Run 1, met3 routing:
Scale bar: 20 microns.
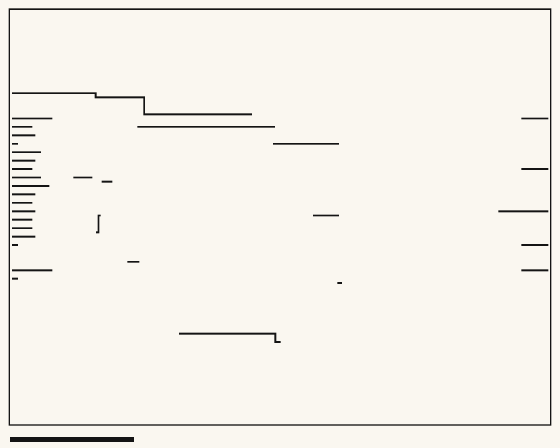
Run 1, cell density map:
The die is cut into 9 by 7 equal tiles; black is low, pale yellow is high, 0 to 100% covered.
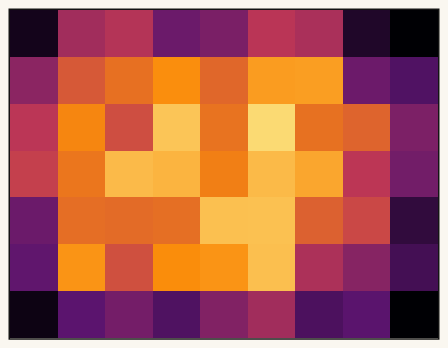
Run 1, nets reached from selected ports:
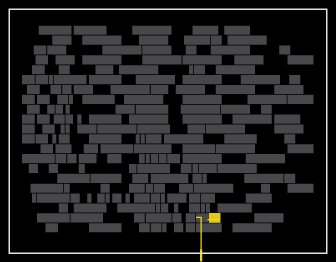
### src/rtl/qdi_pkg.sv
// Shared e1of2 rail codes, bridge FSM states and the per-pair decode helper.
package qdi_pkg;

    localparam logic [1:0] E1OF2_NEUTRAL = 2'b00;
    localparam logic [1:0] E1OF2_ZERO    = 2'b01;
    localparam logic [1:0] E1OF2_ONE     = 2'b10;
    localparam logic [1:0] E1OF2_ILLEGAL = 2'b11;

    typedef enum logic [1:0] {
        IDLE    = 2'd0,
        CAPTURE = 2'd1,
        WAIT_N  = 2'd2
    } qdi_state_e;

    // The data bit is the "one" rail, so an illegal 11 pair reads back as 1.
    function automatic logic e1of2_decode(input logic [1:0] pair);
        return pair[1];
    endfunction

endpackage

### src/rtl/qdi2bin_e1of2_fifo_if.sv
// Dual-rail input channel plus the clocked valid/ready output stream of the bridge.
interface qdi2bin_e1of2_fifo_if #(
    parameter int NCH   = 8,
    parameter int DEPTH = 4
);
    localparam int CW = $clog2(DEPTH) + 1;

    logic [2*NCH-1:0] L;
    logic             Le;
    logic [NCH-1:0]   dout;
    logic             valid;
    logic             ready;
    logic [CW-1:0]    count;
    logic             err;

    modport slave  (input L, ready, output Le, dout, valid, count, err);
    modport master (output L, ready, input Le, dout, valid, count, err);
endinterface

### src/rtl/qdi_sync_fifo.sv
// DEPTH x W synchronous FIFO with registered occupancy; reads zero when empty.
module qdi_sync_fifo #(
    parameter int W     = 8,
    parameter int DEPTH = 4
) (
    input  logic                       i_clk,
    input  logic                       i_rst_n,
    input  logic                       i_push,
    input  logic [W-1:0]               i_din,
    input  logic                       i_pop,
    output logic [W-1:0]               o_dout,
    output logic [$clog2(DEPTH):0]     o_count,
    output logic                       o_full,
    output logic                       o_empty
);
    localparam int AW = $clog2(DEPTH);
    localparam int CW = AW + 1;

    logic [W-1:0]  r_mem [DEPTH];
    logic [AW-1:0] r_wr_ptr;
    logic [AW-1:0] r_rd_ptr;
    logic [CW-1:0] r_count;
    logic          w_pop_ok;

    assign o_empty  = (r_count == '0);
    assign o_full   = (r_count == CW'(DEPTH));
    assign w_pop_ok = i_pop && !o_empty;
    assign o_count  = r_count;
    assign o_dout   = o_empty ? '0 : r_mem[r_rd_ptr];

    always_ff @(posedge i_clk) begin
        if (i_push)
            r_mem[r_wr_ptr] <= i_din;
    end

    // DEPTH is a power of two, so pointer overflow is the modulo wrap.
    always_ff @(posedge i_clk or negedge i_rst_n) begin
        if (!i_rst_n) begin
            r_wr_ptr <= '0;
            r_rd_ptr <= '0;
            r_count  <= '0;
        end else begin
            if (i_push)
                r_wr_ptr <= r_wr_ptr + AW'(1);
            if (w_pop_ok)
                r_rd_ptr <= r_rd_ptr + AW'(1);
            case ({i_push, w_pop_ok})
                2'b10:   r_count <= r_count + CW'(1);
                2'b01:   r_count <= r_count - CW'(1);
                default: r_count <= r_count;
            endcase
        end
    end

endmodule

### src/rtl/qdi2bin_e1of2_fifo.sv
// e1of2 QDI receiver: synchronized completion/neutral detect, capture FSM driving Le,
// and a FIFO that presents captured words on a clocked valid/ready port.
module qdi2bin_e1of2_fifo #(
    parameter int NCH   = 8,
    parameter int DEPTH = 4,
    parameter int SYNC  = 2
) (
    input  logic                  CLK,
    input  logic                  RESET,
    qdi2bin_e1of2_fifo_if.slave   bus
);
    import qdi_pkg::*;

    localparam int CW = $clog2(DEPTH) + 1;

    logic [NCH-1:0]  w_word;
    logic [NCH-1:0]  w_ill;
    logic [NCH-1:0]  w_pair_v;
    logic            w_all_valid;
    logic            w_all_neutral;
    logic [SYNC-1:0] r_v_sync;
    logic [SYNC-1:0] r_n_sync;
    logic            w_v_s;
    logic            w_n_s;

    qdi_state_e      r_state;
    logic            r_le;
    logic [NCH-1:0]  r_word;
    logic            r_word_ill;
    logic            r_err;

    logic            w_push;
    logic            w_pop;
    logic            w_full;
    logic            w_empty;
    logic [CW-1:0]   w_count;
    logic [NCH-1:0]  w_dout;

    for (genvar i = 0; i < NCH; i++) begin : g_pair
        logic [1:0] w_p;
        assign w_p         = bus.L[2*i +: 2];
        assign w_word[i]   = e1of2_decode(w_p);
        assign w_ill[i]    = (w_p == E1OF2_ILLEGAL);
        assign w_pair_v[i] = (w_p != E1OF2_NEUTRAL);
    end

    assign w_all_valid   = &w_pair_v;
    assign w_all_neutral = ~|w_pair_v;

    // Only the synchronized detects steer the FSM; raw rails are sampled solely as data.
    always_ff @(posedge CLK or negedge RESET) begin
        if (!RESET) begin
            r_v_sync <= '0;
            r_n_sync <= '0;
        end else begin
            r_v_sync <= {r_v_sync[SYNC-2:0], w_all_valid};
            r_n_sync <= {r_n_sync[SYNC-2:0], w_all_neutral};
        end
    end

    assign w_v_s = r_v_sync[SYNC-1];
    assign w_n_s = r_n_sync[SYNC-1];

    // Word is latched as Le drops so a fast sender going neutral cannot corrupt it.
    always_ff @(posedge CLK or negedge RESET) begin
        if (!RESET) begin
            r_state    <= IDLE;
            r_le       <= 1'b0;
            r_word     <= '0;
            r_word_ill <= 1'b0;
            r_err      <= 1'b0;
        end else begin
            case (r_state)
                IDLE: begin
                    if (w_v_s && !w_full) begin
                        r_word     <= w_word;
                        r_word_ill <= |w_ill;
                        r_le       <= 1'b0;
                        r_state    <= CAPTURE;
                    end else begin
                        r_le <= 1'b1;
                    end
                end
                CAPTURE: begin
                    if (r_word_ill)
                        r_err <= 1'b1;
                    r_state <= WAIT_N;
                end
                WAIT_N: begin
                    if (w_n_s) begin
                        r_le    <= 1'b1;
                        r_state <= IDLE;
                    end
                end
                default: r_state <= IDLE;
            endcase
        end
    end

    assign w_push = (r_state == CAPTURE);
    assign w_pop  = !w_empty && bus.ready;

    qdi_sync_fifo #(.W(NCH), .DEPTH(DEPTH)) u_fifo (
        .i_clk   (CLK),
        .i_rst_n (RESET),
        .i_push  (w_push),
        .i_din   (r_word),
        .i_pop   (w_pop),
        .o_dout  (w_dout),
        .o_count (w_count),
        .o_full  (w_full),
        .o_empty (w_empty)
    );

    assign bus.Le    = r_le;
    assign bus.dout  = w_dout;
    assign bus.valid = !w_empty;
    assign bus.count = w_count;
    assign bus.err   = r_err;

endmodule

### src/flat_wrapper.sv
// flat-port wrapper written by rule: the top's interface ports become plain ports
module qdi2bin_e1of2_fifo_flat import qdi_pkg::*;
#(
    parameter int NCH   = 8,
    parameter int DEPTH = 4,
    parameter int SYNC  = 2
)
  (CLK, RESET, bus_L, bus_ready, bus_Le, bus_dout, bus_valid, bus_count, bus_err);
  qdi2bin_e1of2_fifo_if #(.NCH(NCH), .DEPTH(DEPTH)) bus_i ();
  input  logic CLK;
  input  logic RESET;
  input wire logic [$bits(bus_i.L)-1:0] bus_L;
  input wire logic [$bits(bus_i.ready)-1:0] bus_ready;
  output wire logic [$bits(bus_i.Le)-1:0] bus_Le;
  output wire logic [$bits(bus_i.dout)-1:0] bus_dout;
  output wire logic [$bits(bus_i.valid)-1:0] bus_valid;
  output wire logic [$bits(bus_i.count)-1:0] bus_count;
  output wire logic [$bits(bus_i.err)-1:0] bus_err;
  assign bus_i.L = bus_L;
  assign bus_i.ready = bus_ready;
  assign bus_Le = bus_i.Le;
  assign bus_dout = bus_i.dout;
  assign bus_valid = bus_i.valid;
  assign bus_count = bus_i.count;
  assign bus_err = bus_i.err;
  qdi2bin_e1of2_fifo #(.NCH(NCH), .DEPTH(DEPTH), .SYNC(SYNC)) u_core (.CLK(CLK), .RESET(RESET), .bus(bus_i));
endmodule
### config.mk
export PLATFORM = sky130hd
export DESIGN_NAME = qdi2bin_e1of2_fifo_flat
export DESIGN_NICKNAME = d
export VERILOG_FILES = /design/src/rtl/qdi_pkg.sv /design/src/rtl/qdi2bin_e1of2_fifo_if.sv /design/src/rtl/qdi_sync_fifo.sv /design/src/rtl/qdi2bin_e1of2_fifo.sv /design/src/flat_wrapper.sv
export SDC_FILE = /design/constraint.sdc
export NUM_CORES = 1
export LEC_CHECK = 0
export CORE_ASPECT_RATIO = 0.75
export CORE_MARGIN = 3
export CORE_UTILIZATION = 48
export DETAILED_ROUTE_END_ITERATION = 8
export GPL_TIMING_DRIVEN = 1
export MAX_ROUTING_LAYER = met4
export PLACE_DENSITY = 0.73
export SLEW_MARGIN = 30
export SYNTH_ARGS = -nofsm -noshare
export SYNTH_HDL_FRONTEND = slang
export SYNTH_HIERARCHICAL = 1
export SYNTH_SLANG_ARGS = --single-unit
export TNS_END_PERCENT = 20
### constraint.sdc
create_clock -name CLK -period 2.13 [get_ports CLK]
set_input_delay 0.426 -clock CLK [delete_from_list [all_inputs] [get_ports CLK]]
set_output_delay 0.426 -clock CLK [all_outputs]
set_load 0.1 [all_outputs]
==> metrics.csv, run 1 <==
metric,value,unit
status,"finished, final reports clean",
synth.area.mux_share,12.8,%
synth-adder-area-share,3.49,%
drt-total-wl,4.49,mm
detail_route.iter0.violations,108,
chipWidth,87.1,microns
dpl-instance-area,2890,sq um
synth-edff-count,32,
area.combinational,763,sq um
floorplan.nets,168,
max_clock_freq,473,MHz
via_count_of_the_first_global_routing_pass,1430,
cts.path.max_buffers,2,
top_cell,sky130_fd_sc_hd__edfxtp_1,
cp-startpoint,u_core/u_fifo/r_rd_ptr[0],
area_delta_synth_final,28.1,%
cts_tree,built,
finalWorstSetupSlack,16.4,ps
nFillCells,306,
timing.hold.ws,357,ps
syn_inst,143,
cap_viol_max_count,0,
worstHoldPathCells,0,
place.detailed.hpwl,3.25,mm
critical_path_arrival,1690,ps
worst_r2r_endpoint,u_core/u_fifo/o_count[2],
final_layout_top_logic_cells,"sky130_fd_sc_hd__edfxtp_1, sky130_fd_sc_hd__dfrtp_1, sky130_fd_sc_hd__clkdlybuf4s50_1, sky130_fd_sc_hd__buf_4",
placed_cells_incl_taps,236,
synth.avg_cell_area,16.5,sq um
min-delay-path-class,reg2reg,
synth.largest_area_cell,sky130_fd_sc_hd__edfxtp_1,
top_register,u_core/u_fifo/r_mem,
most_crowded_layer_after_global_routing,met2,
ctsRootBufferMaster,sky130_fd_sc_hd__clkbuf_8,
grt_overflow,0,
critical_path_cell_count,4,
most_used_flip_flop_cell_after_synthesis,sky130_fd_sc_hd__edfxtp_1,
## Picture notes: 'met3 routing'
longest straight run = 21.8 microns
main direction = horizontal
nets with wire on the layer = 29
total number of vias: 1319
grt met3 use: 4.08%

## Picture notes: 'cell density map'
densest ninth of the die = middle
mean over tiles = 51%
nearly empty tiles = 3.2%
emptiest ninth of the die = bottom right
tiles over 75% full = 24%
fullest tile = 92%
final standard cell utilization of the core: 65.9%
FP Core Util: 51.4%

## Picture notes: 'nets reached from selected ports'
bus_ready -> yellow  # bits 1, direction input, edge bottom, end cells 1, buffers 1, wire 14.0 microns
buffers added on ports: 32
io pins: 33

[run 1: repair_timing]
item	CTS	global route
pin swaps	0	5
gates cloned	0	1
setup buffers	1	0
resized	4	8
endpoints found under the setup margin	8	10
[run 1: cell type report]
class,instances,share of cell area [%]
clock inverters,1,0.165
clock buffers,7,2.52
inverters,9,1.11
repair buffers,42,16.7
well taps,57,2.35
multi-input cells,74,25.2
flip-flops and latches,56,51.9
--- run 2 (diff from run 1) ---
--- a/config.mk
+++ b/config.mk
@@ -8,10 +8,12 @@
 export CORE_ASPECT_RATIO = 0.75
 export CORE_MARGIN = 3
 export CORE_UTILIZATION = 48
+export CTS_CLUSTER_DIAMETER = 40
 export DETAILED_ROUTE_END_ITERATION = 8
-export GPL_TIMING_DRIVEN = 1
+export GPL_TIMING_DRIVEN = 0
 export MAX_ROUTING_LAYER = met4
 export PLACE_DENSITY = 0.73
+export SKIP_LAST_GASP = 1
 export SLEW_MARGIN = 30
 export SYNTH_ARGS = -nofsm -noshare
 export SYNTH_HDL_FRONTEND = slang
==> run 2 against run 1 <==
Compared with the run above: the run now ends with setup timing left; utilization down 4.0 points; clock skew down 0.92 ps; global-route usage down 1.5 points; non-clock buffer count down 5; die size unchanged; final cell count down 2.0%; first-iteration DRC count down 48%; synthesized area unchanged; critical endpoint is now bus_err; highest routed layer unchanged.
==> metrics.csv, run 2 <==
metric,value,unit
port-buffer-count,32,
finalWorstSetupSlack,-111,ps
multiInputCombCellCount,74,
placed_cells_incl_taps,232,
worst_r2r_endpoint,u_core/u_fifo/o_count[2],
seq_area_share,55.2,%
n_all_inverters,9,
largestClassByArea,registers,
detail_route.iter0.violations,56,
top_cell,sky130_fd_sc_hd__edfxtp_1,
via_count_of_the_first_global_routing_pass,1298,
status,"finished, violations left",
nonClkBufAreaFrac,11.9,%
buffers_excl_clock,37,
synth.avg_cell_area,16.5,sq um
clockNetworkAreaShare,3.25,%
number_of_tap_cells_added_at_floorplan,57,
ctsResizeCount,49,
final_layout_top_logic_cells,"sky130_fd_sc_hd__edfxtp_1, sky130_fd_sc_hd__dfrtp_1, sky130_fd_sc_hd__clkdlybuf4s50_1, sky130_fd_sc_hd__and2_1, sky130_fd_sc_hd__nor2_1",
area.combinational,738,sq um
chipWidth,87.1,microns
ctsRootBufferMaster,sky130_fd_sc_hd__clkbuf_8,
syn_inst,143,
post_cts_buffers,1,
comb_share,25.9,%
violated_checks,setup timing,
top_register,u_core/u_fifo/r_mem,
synth.largest_area_cell,sky130_fd_sc_hd__edfxtp_1,
cp-startpoint,u_core/bus.err,
setup_viol,10,
boundaryPins,33,
dpl-instance-area,2770,sq um
critical_path_cell_count,1,
area_delta_synth_final,20.4,%
## run 2: per-stage QoR
step,hold slack [ps],util (%)
after floorplan,130,-
after global placement,339,60.4
after detailed placement,344,60.2
after CTS,85.9,61.9
after global routing,112,61.9
final,82.6,61.9
## run 2: cell families (layout without fill, tap and decap cells)
group | Yosys count | after routing | share of synthesized area (%)
and+or+nand+nor | 35 | 35 | 9.31
muxes | 17 | 17 | 12.8
buffers and inverters | 13 | 54 | 3.07
xor gates and xnor gates | 6 | 6 | 2.22
adders and majority gates | 6 | 6 | 3.49
AOI/OAI and AO/OA | 10 | 10 | 3.07
DFF | 56 | 56 | 66.0
## run 2: routing by layer
layer | up-vias | track usage, %
li1 | 603 | -
met1 | 623 | 20.7
met2 | 42 | 24.7
met3 | 5 | 3.34
met4 | 0 | 5.84
met5 | - | -
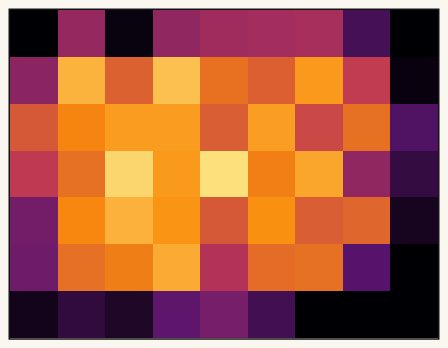
Run 2: cell density map
The die is cut into 9 by 7 equal tiles; black is low, pale yellow is high, 0 to 100% covered.
mean over tiles = 48%
densest ninth of the die = middle
fullest tile = 93%
nearly empty tiles = 9.5%
tiles over 75% full = 22%
emptiest ninth of the die = bottom right
CORE AREA: 4600 sq um
final standard cell utilization of the core: 61.9%

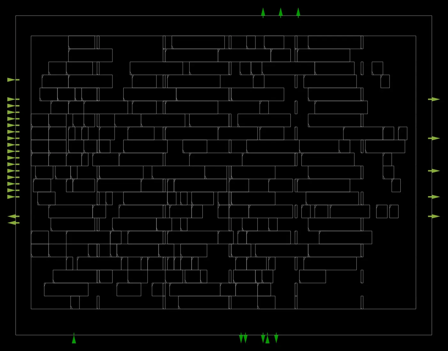
Run 2: cell placement
final cell count without fillers: 241
filler instances: 343
cell row count: 21

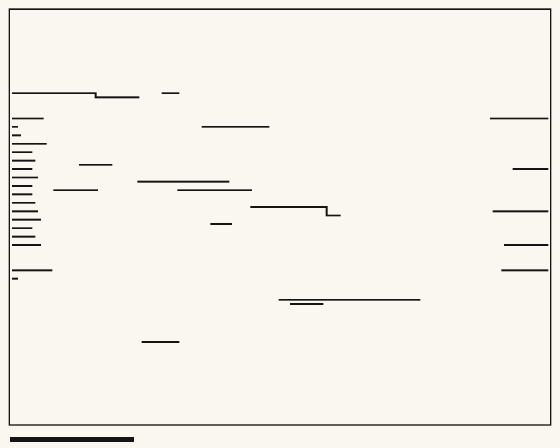
Run 2: met3 routing
Scale bar: 20 microns.
wire length on this layer = 223 microns
share of all routed wire = 5.6%
nets with wire on the layer = 31
longest straight run = 22.5 microns
grt met3 use: 3.34%
DRT Wirelength: 3.99 mm
total number of vias: 1273

--- run 3 (diff from run 2) ---
--- a/config.mk
+++ b/config.mk
@@ -7,16 +7,15 @@
 export LEC_CHECK = 0
 export CORE_ASPECT_RATIO = 0.75
 export CORE_MARGIN = 3
-export CORE_UTILIZATION = 48
+export CORE_UTILIZATION = 57
 export CTS_CLUSTER_DIAMETER = 40
 export DETAILED_ROUTE_END_ITERATION = 8
 export GPL_TIMING_DRIVEN = 0
 export MAX_ROUTING_LAYER = met4
-export PLACE_DENSITY = 0.73
+export PLACE_DENSITY = 0.82
 export SKIP_LAST_GASP = 1
 export SLEW_MARGIN = 30
 export SYNTH_ARGS = -nofsm -noshare
 export SYNTH_HDL_FRONTEND = slang
-export SYNTH_HIERARCHICAL = 1
 export SYNTH_SLANG_ARGS = --single-unit
 export TNS_END_PERCENT = 20
==> constraint.sdc (replaced) <==
create_clock -name CLK -period 2.6 [get_ports CLK]
set_input_delay 0.52 -clock CLK [delete_from_list [all_inputs] [get_ports CLK]]
set_output_delay 0.52 -clock CLK [all_outputs]
set_load 0.1 [all_outputs]
==> run 3 against run 2 <==
Compared with the run above: the run still ends with setup timing left; flip-flop count unchanged; non-clock buffer count unchanged; clock skew increased by 3.7 ps; critical path type unchanged; critical endpoint is now bus_dout[4]; largest cell class unchanged.
==> metrics.csv, run 3 <==
metric,value,unit
most_used_flip_flop_cell_after_synthesis,sky130_fd_sc_hd__edfxtp_1,
cts_tree,built,
synth.largest_area_cell,sky130_fd_sc_hd__edfxtp_1,
placed_cells_incl_taps,227,
post_cts_buffers,0,
boundaryPins,33,
cap_viol_max_count,0,
port-buffer-count,32,
core,3800,sq um
chipWidth,79.9,microns
status,"finished, violations left",
cts.path.max_buffers,2,
most_crowded_layer_after_global_routing,met2,
detail_route.iter0.violations,100,
min-delay-path-class,in2async,
violated_checks,setup timing,
setup_viol,7,
final_layout_top_logic_cells,"sky130_fd_sc_hd__edfxtp_1, sky130_fd_sc_hd__dfrtp_1, sky130_fd_sc_hd__clkdlybuf4s50_1, sky130_fd_sc_hd__and2_1, sky130_fd_sc_hd__mux2_2",
main_logic_family_after_synthesis,multiplexers,
timing.hold.ws,166,ps
synth-adder-area-share,3.54,%
synth-edff-count,32,
finalWorstSetupSlack,-76.4,ps
==> run 3: cell count changes in the layout (fill, tap and decap cells not counted), sizes merged, moves of 3 or more <==
cell           previous run  this run
a22oi                     0         4
buf                      14         4
clkdlybuf4s50            19        22
dlygate4sd2               1         8
nor2                     10         5
==> run 3: metrics by stage <==
step | worst slack, ps | area, sq um
final | -76.4 | 2790
after CTS | -91.6 | 2790
after detailed placement | -71.0 | 2720
after global placement | -69.7 | 2720
after global routing | -136 | 2790
after floorplan | -196 | 2340
==> run 3: area by class of cell <==
type                    instances  area, sq um
plain buffers                   5         42.5
clock buffers                   6         72.6
clock inverters                 2         11.3
fillers                       251         1020
inverters                       8         30.0
multi-input cells              74          702
flip-flops and latches         56         1560
well taps                      52         65.1
repair buffers                 32          300
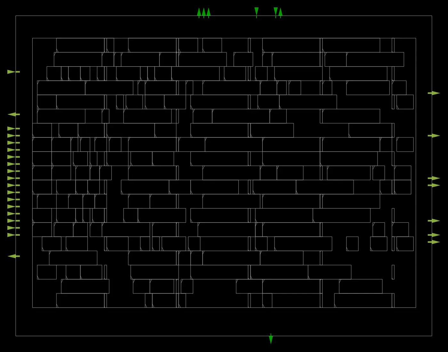
Run 3: cell placement
final sequential cell count: 56
number of tap cells added at floorplan: 52
final cell count without fillers: 235
fraction of area in registers: 56.1%
filler instances: 251

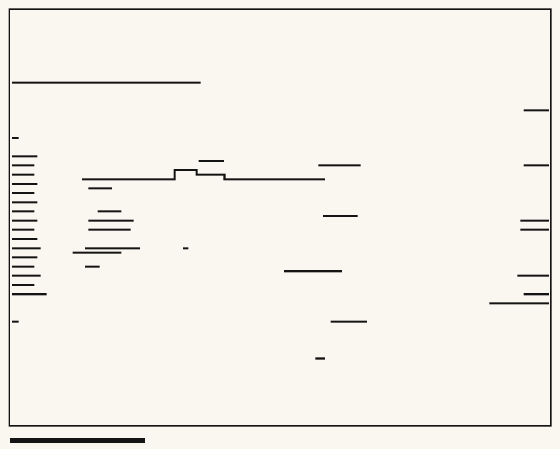
Run 3: met3 routing
Scale bar: 20 microns.
share of all routed wire = 5.6%
main direction = horizontal
nets with wire on the layer = 37
wire length on this layer = 217 microns
longest straight run = 27.6 microns
DRT Wirelength: 3.86 mm
total number of vias: 1311
grt met3 use: 4.53%

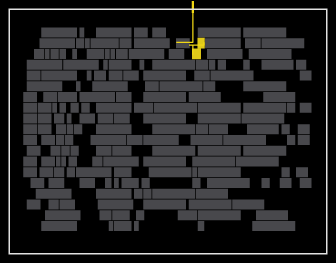
Run 3: nets reached from selected ports
bus_ready -> yellow  # bits 1, direction input, edge top, end cells 2, buffers 1, wire 18.9 microns


==> notes/layouts.md <==
Pictures saved along the way, in no particular order.

Selected gate families.
Scale bar: 20 microns.
image #1
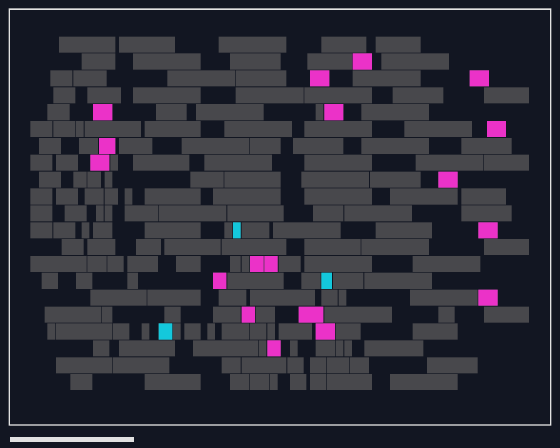
image #2
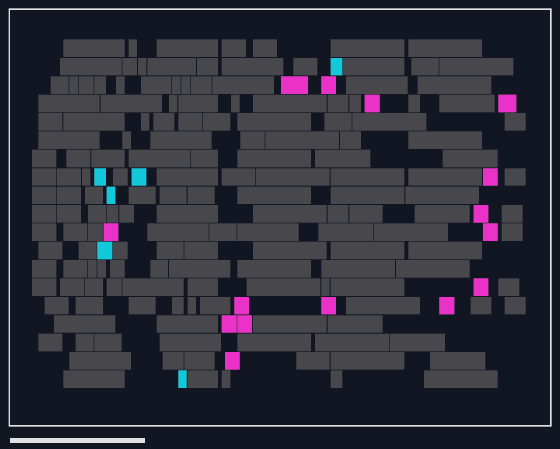
The one with the largest die is image #1.
Image #2 comes from run 3.
Image #1 comes from run 1.

Key to image #2:
NAND gates -> cyan  # cells 6
AND and OR gates -> magenta  # cells 15

